`config.mk`:
```
export PLATFORM = sky130hd
export DESIGN_NAME = melody_sequencer
export DESIGN_NICKNAME = d
export VERILOG_FILES = /design/src/rtl/audio_pkg.sv /design/src/rtl/melody_rom.sv /design/src/rtl/melody_sequencer.sv
export SDC_FILE = /design/constraint.sdc
export NUM_CORES = 1
export LEC_CHECK = 0
export ABC_CLOCK_PERIOD_IN_PS = 6500
export CORE_MARGIN = 8
export CORE_UTILIZATION = 45
export CTS_CLUSTER_DIAMETER = 120
export CTS_CLUSTER_SIZE = 40
export DETAILED_ROUTE_END_ITERATION = 8
export GPL_ROUTABILITY_DRIVEN = 0
export SLEW_MARGIN = 20
export SYNTH_ARGS = -nofsm -noshare
export SYNTH_HDL_FRONTEND = slang
export SYNTH_SLANG_ARGS = --single-unit
```
`constraint.sdc`:
```
create_clock -name clk -period 6.5 [get_ports clk]
set_input_delay 1.3 -clock clk [delete_from_list [all_inputs] [get_ports clk]]
set_output_delay 1.3 -clock clk [all_outputs]
set_load 0.02 [all_outputs]
```
`src/rtl/audio_pkg.sv`:
```
// Shared audio types: note encodings, note lengths, sequencer states and the
// constant melody sheets read by melody_rom.
package audio_pkg;

    typedef enum logic [3:0] {
        do_     = 4'h0,
        doD     = 4'h1,
        re      = 4'h2,
        reD     = 4'h3,
        mi      = 4'h4,
        fa      = 4'h5,
        faD     = 4'h6,
        sol     = 4'h7,
        solD    = 4'h8,
        la      = 4'h9,
        laD     = 4'hA,
        si      = 4'hB,
        do_H    = 4'hC,
        doD_H   = 4'hD,
        re_H    = 4'hE,
        silence = 4'hF
    } musicNote;

    // Note length in beats; 0 terminates a melody.
    typedef logic [3:0] note_len_t;

    typedef struct packed {
        musicNote  tone;
        note_len_t len;
    } note_t;

    typedef enum logic [1:0] {
        IDLE,
        FETCH,
        PLAY,
        GAP
    } seq_state_t;

    // Entries stored per melody; reads past this depth return length 0.
    localparam int unsigned MELODY_DEPTH = 8;
    // Number of melody sheets physically present in the table.
    localparam int unsigned MELODY_COUNT = 8;

    localparam note_t MELODY_0 [MELODY_DEPTH] = '{
        '{sol, 4'd2}, '{mi, 4'd2}, '{silence, 4'd1}, '{mi, 4'd2},
        '{fa, 4'd2}, '{re, 4'd2}, '{silence, 4'd0}, '{silence, 4'd0}};
    localparam note_t MELODY_1 [MELODY_DEPTH] = '{
        '{do_, 4'd1}, '{mi, 4'd1}, '{sol, 4'd1}, '{do_H, 4'd4},
        '{silence, 4'd0}, '{silence, 4'd0}, '{silence, 4'd0}, '{silence, 4'd0}};
    localparam note_t MELODY_2 [MELODY_DEPTH] = '{
        '{re, 4'd2}, '{fa, 4'd2}, '{la, 4'd2}, '{silence, 4'd0},
        '{silence, 4'd0}, '{silence, 4'd0}, '{silence, 4'd0}, '{silence, 4'd0}};
    localparam note_t MELODY_3 [MELODY_DEPTH] = '{
        '{do_H, 4'd1}, '{si, 4'd1}, '{la, 4'd1}, '{sol, 4'd2},
        '{silence, 4'd0}, '{silence, 4'd0}, '{silence, 4'd0}, '{silence, 4'd0}};
    localparam note_t MELODY_4 [MELODY_DEPTH] = '{
        '{mi, 4'd1}, '{mi, 4'd1}, '{mi, 4'd2}, '{mi, 4'd1},
        '{mi, 4'd1}, '{mi, 4'd2}, '{silence, 4'd0}, '{silence, 4'd0}};
    localparam note_t MELODY_5 [MELODY_DEPTH] = '{
        '{la, 4'd8}, '{silence, 4'd0}, '{silence, 4'd0}, '{silence, 4'd0},
        '{silence, 4'd0}, '{silence, 4'd0}, '{silence, 4'd0}, '{silence, 4'd0}};
    localparam note_t MELODY_6 [MELODY_DEPTH] = '{
        '{do_, 4'd1}, '{re, 4'd1}, '{mi, 4'd1}, '{fa, 4'd1},
        '{sol, 4'd1}, '{la, 4'd1}, '{si, 4'd1}, '{do_H, 4'd1}};
    localparam note_t MELODY_7 [MELODY_DEPTH] = '{
        '{silence, 4'd0}, '{silence, 4'd0}, '{silence, 4'd0}, '{silence, 4'd0},
        '{silence, 4'd0}, '{silence, 4'd0}, '{silence, 4'd0}, '{silence, 4'd0}};

    function automatic note_t melody_entry(input logic [2:0] mel, input logic [2:0] idx);
        case (mel)
            3'd0:    melody_entry = MELODY_0[idx];
            3'd1:    melody_entry = MELODY_1[idx];
            3'd2:    melody_entry = MELODY_2[idx];
            3'd3:    melody_entry = MELODY_3[idx];
            3'd4:    melody_entry = MELODY_4[idx];
            3'd5:    melody_entry = MELODY_5[idx];
            3'd6:    melody_entry = MELODY_6[idx];
            default: melody_entry = MELODY_7[idx];
        endcase
    endfunction

endpackage

```
`src/rtl/melody_rom.sv`:
```
// Combinational sheet-music lookup: (melody, note index) -> (tone, length).
// Unknown melodies and indices beyond the stored sheet read as length 0.
module melody_rom
    import audio_pkg::*;
#(
    parameter int NUM_MELODIES = 8,
    parameter int MAX_NOTES    = 32
) (
    input  logic [$clog2(NUM_MELODIES)-1:0] melody,
    input  logic [$clog2(MAX_NOTES)-1:0]    note_index,
    output musicNote                        tone,
    output note_len_t                       len
);

    logic [31:0] mel_ext;
    logic [31:0] idx_ext;
    note_t       entry;

    // Table read with range guards on both melody id and note position.
    always_comb begin
        mel_ext = 32'(melody);
        idx_ext = 32'(note_index);
        entry   = melody_entry(mel_ext[2:0], idx_ext[2:0]);
        tone    = silence;
        len     = '0;
        if (mel_ext < 32'(NUM_MELODIES) && mel_ext < MELODY_COUNT &&
            idx_ext < 32'(MAX_NOTES) && idx_ext < MELODY_DEPTH) begin
            tone = entry.tone;
            len  = entry.len;
        end
    end

endmodule

```
`src/rtl/melody_sequencer.sv`:
```
// Melody player FSM: prioritised start/pre-emption, per-note beat timing with a
// silent articulation gap, looping, and registered outputs for the tone decoder.
module melody_sequencer
    import audio_pkg::*;
#(
    parameter int NUM_MELODIES  = 8,
    parameter int MAX_NOTES     = 32,
    parameter int CLKS_PER_BEAT = 6_250_000,
    parameter int GAP_CLKS      = 250_000
) (
    input  logic                            clk,
    input  logic                            resetN,
    input  logic                            start,
    input  logic [$clog2(NUM_MELODIES)-1:0] melodySel,
    input  logic [1:0]                      prio,
    input  logic                            loop,
    input  logic                            stop,
    output logic [3:0]                      tone,
    output logic                            silenceOutN,
    output logic                            busy,
    output logic                            done,
    output logic [$clog2(MAX_NOTES)-1:0]    noteIndex
);

    localparam int MW = $clog2(NUM_MELODIES);
    localparam int IW = $clog2(MAX_NOTES);
    localparam int CW = $clog2(15 * CLKS_PER_BEAT + 1);

    localparam logic [CW-1:0] CPB_C    = CW'(CLKS_PER_BEAT);
    localparam logic [CW-1:0] GAP_C    = CW'(GAP_CLKS);
    localparam logic [CW-1:0] CNT_ONE  = CW'(1);
    localparam logic [CW-1:0] GAP_LOAD = CW'(GAP_CLKS - 2);
    localparam logic [IW:0]   IDX_ONE  = (IW + 1)'(1);
    localparam logic [IW:0]   IDX_WRAP = (IW + 1)'(MAX_NOTES);

    seq_state_t    state_q, state_n;
    musicNote      tone_q, tone_n;
    logic          sil_q, busy_q, busy_n, done_q, done_n;
    logic [IW:0]   idx_q, idx_n;
    logic [CW-1:0] cnt_q, cnt_n;
    logic [MW-1:0] mel_q, mel_n;
    logic [1:0]    prio_q, prio_n;
    logic          loop_q, loop_n;

    musicNote      rom_tone;
    note_len_t     rom_len;
    logic          note_end;
    logic [CW-1:0] play_load;

    melody_rom #(
        .NUM_MELODIES (NUM_MELODIES),
        .MAX_NOTES    (MAX_NOTES)
    ) u_rom (
        .melody     (mel_q),
        .note_index (idx_q[IW-1:0]),
        .tone       (rom_tone),
        .len        (rom_len)
    );

    // End of sheet: a length-0 note or the index has run past the last slot.
    always_comb begin
        note_end  = (rom_len == '0) || (idx_q == IDX_WRAP);
        play_load = CW'(rom_len) * CPB_C - GAP_C - CNT_ONE;
    end

    // Next-state and next-output logic; stop beats start, start beats progress.
    always_comb begin
        state_n = state_q;
        tone_n  = tone_q;
        busy_n  = busy_q;
        done_n  = 1'b0;
        idx_n   = idx_q;
        cnt_n   = cnt_q;
        mel_n   = mel_q;
        prio_n  = prio_q;
        loop_n  = loop_q;
        if (stop) begin
            state_n = IDLE;
            tone_n  = silence;
            busy_n  = 1'b0;
            idx_n   = '0;
            cnt_n   = '0;
            prio_n  = '0;
            loop_n  = 1'b0;
        end else if (start && (state_q == IDLE || prio >= prio_q)) begin
            state_n = FETCH;
            tone_n  = silence;
            busy_n  = 1'b1;
            idx_n   = '0;
            cnt_n   = '0;
            mel_n   = melodySel;
            prio_n  = prio;
            loop_n  = loop;
        end else begin
            case (state_q)
                IDLE: ;
                FETCH: begin
                    if (note_end) begin
                        // Looping only if at least one note has been played.
                        if (loop_q && idx_q != '0) begin
                            idx_n = '0;
                        end else begin
                            state_n = IDLE;
                            done_n  = 1'b1;
                            busy_n  = 1'b0;
                            idx_n   = '0;
                            prio_n  = '0;
                            loop_n  = 1'b0;
                        end
                    end else begin
                        state_n = PLAY;
                        tone_n  = rom_tone;
                        cnt_n   = play_load;
                    end
                end
                PLAY: begin
                    if (cnt_q == '0) begin
                        tone_n = silence;
                        // A one-cycle gap is exactly the silent FETCH cycle.
                        if (GAP_CLKS == 1) begin
                            state_n = FETCH;
                            idx_n   = idx_q + IDX_ONE;
                        end else begin
                            state_n = GAP;
                            cnt_n   = GAP_LOAD;
                        end
                    end else begin
                        cnt_n = cnt_q - CNT_ONE;
                    end
                end
                GAP: begin
                    if (cnt_q == '0) begin
                        state_n = FETCH;
                        idx_n   = idx_q + IDX_ONE;
                    end else begin
                        cnt_n = cnt_q - CNT_ONE;
                    end
                end
                default: state_n = IDLE;
            endcase
        end
    end

    // State, counters and registered outputs.
    always_ff @(posedge clk or negedge resetN) begin
        if (!resetN) begin
            state_q <= IDLE;
            tone_q  <= silence;
            sil_q   <= 1'b0;
            busy_q  <= 1'b0;
            done_q  <= 1'b0;
            idx_q   <= '0;
            cnt_q   <= '0;
            mel_q   <= '0;
            prio_q  <= '0;
            loop_q  <= 1'b0;
        end else begin
            state_q <= state_n;
            tone_q  <= tone_n;
            sil_q   <= (tone_n != silence);
            busy_q  <= busy_n;
            done_q  <= done_n;
            idx_q   <= idx_n;
            cnt_q   <= cnt_n;
            mel_q   <= mel_n;
            prio_q  <= prio_n;
            loop_q  <= loop_n;
        end
    end

    assign tone        = tone_q;
    assign silenceOutN = sil_q;
    assign busy        = busy_q;
    assign done        = done_q;
    assign noteIndex   = idx_q[IW-1:0];

endmodule

```
Figure 1. Wiring by layer.
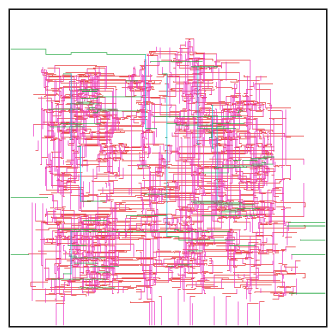
- magenta: metal 2 (wire length 6030 µm)
- green: metal 3 (wire length 812 µm)
- cyan: metal 4 (wire length 229 µm)
- red: metal 1 (wire length 6580 µm)
via count: 4686
total wire length: 13700 µm
routed len/inst: 17.8 µm

Figure 2. Clock wires, drivers and flops.
The bar under the picture is 20 µm long.
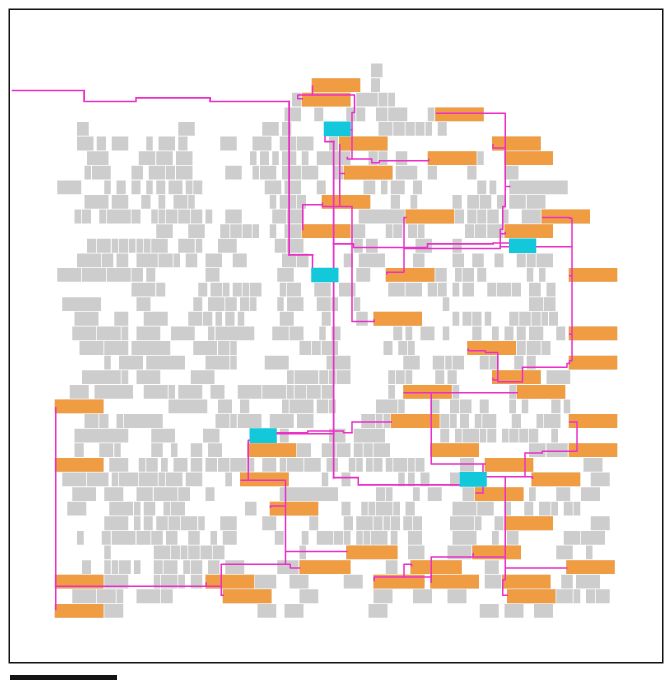
- magenta: clock wires (length 808 µm)
- orange: flip-flops (count 48)
- cyan: clock drivers (count 5)
- routed clock nets: 6
clock share of power: 0.097
clk ins delay skew pair: 0.33 ns
Setup Skew: 0.0176 ns
power of the clock network: 276 µW

Figure 3. Pin map.
Pins as bars across the die edge, other pins in gray.
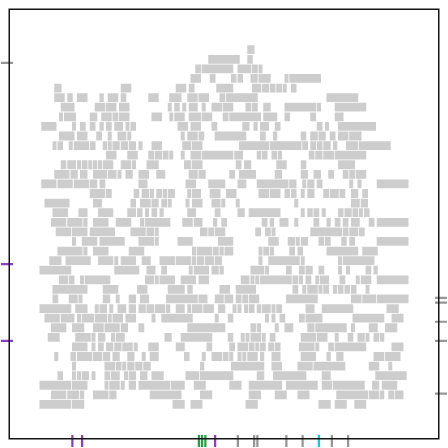
- purple: `noteIndex` (pins 5; direction output; edge 3 south, 2 west)
- green: `melodySel` (pins 3; direction input; edge south)
- cyan: `loop` (pins 1; direction input; edge south)
- all pins by edge: 14 south, 5 east, 3 west
die height: 121 µm
die width: 121 µm
IO buf count: 21

==> flow_metrics.py <==
# Synthesis and PnR figures
metrics = {
    "outcome": {
        "status": "finished, final reports clean",
    },
    "final_timing": {
        "setup_tns_ns": 0,
        "whs_ns": 0.497,
        "fmax_mhz": 170,
        "setup_slack_ns": 0.611,
    },
    "critical_path": {
        "ff2ff_path_depth": 19,
        "cp-endpoint": "cnt_q[26]",
        "critPathMostFrequentCell": "fa_1",
        "crit_cells": 19,
        "r2r-start": "idx_q[2]",
        "slowest_delay_ns": 0.76,
        "arrival_ns": 6.12,
        "criticalPathCategory": "register to register",
    },
    "layout": {
        "logic_area_um2": 3550,
        "final_nets": 693,
        "final_area_um2": 5450,
        "seq_share": 0.221,
        "signal_buffers": 28,
        "diodes": 0,
        "regArea_um2": 1210,
        "fillers": 1058,
        "clk_share": 0.0252,
        "design.seq.count": 48,
    },
    "floorplanning": {
        "num_io_pins": 22,
        "initial_core_util": 0.461,
        "rows": 38,
        "die_area_um2": 14700,
    },
    "detailed_routing": {
        "wl_met2_um": 6030,
        "drtAntennaViolNets": 0,
        "drc": 0,
    },
    "yosys": {
        "fp_nets": 686,
        "synthFlopType": "dfrtp_1",
        "synth_cell_types": 74,
        "ys_cells": 620,
        "synth_flops": 48,
        "yosys-top-cells-area": "dfrtp_1 (22%), ha_1 (12%), o21ai_0 (5.6%)",
        "fa_ha_area_frac": 0.152,
    },
    "place": {
        "hpwlAfterDp_um": 10300,
        "dpl_cell_area_um2": 5320,
    },
    "clock_network": {
        "cts.clk_slew.worst_paths_ns": 0.11,
        "cts_buffers": 5,
    },
    "job": {
        "maxCapViolations": 0,
        "tool_warnings": 46,
    },
    "grt": {
        "grt_pass1_wl_um": 23100,
        "grt-ovfl-total": 0,
    },
    "power_and_ir_drop": {
        "ir_drop_uv": 259,
        "power.total_mw": 2.83,
        "leakage_nw": 2.36,
    },
}
==> synthesized netlist by cell type, drive strengths merged, types with 6 or more instances <==
master,instances
dfrtp,44
nand2b,8
inv,35
nand3,12
nor3,19
fa,8
nor4,11
nand4,6
a21o,8
buf,9
a22o,8
clkbuf,19
xor2,13
nor2b,9
ha,48
o21ai,59
and2,7
nand2,52
a21oi,46
nor2,57
xnor2,17
or3,8
a31oi,8
o211ai,8
o22ai,9
==> where the power goes <==
part | internal (mW) | total [mW] | switching [mW]
Combinational | 0.800 | 2.06 | 1.26
Clock | 0.155 | 0.276 | 0.121
Sequential | 0.390 | 0.494 | 0.104
Total | 1.35 | 2.83 | 1.48
==> metal layers <==
metal  up-vias  track usage
met1      2231        0.266
met2       145        0.294
met4         0       0.0563
met5         -            0
li1       2291            -
met3        19       0.0396
Power and IR drop assume default switching activity.
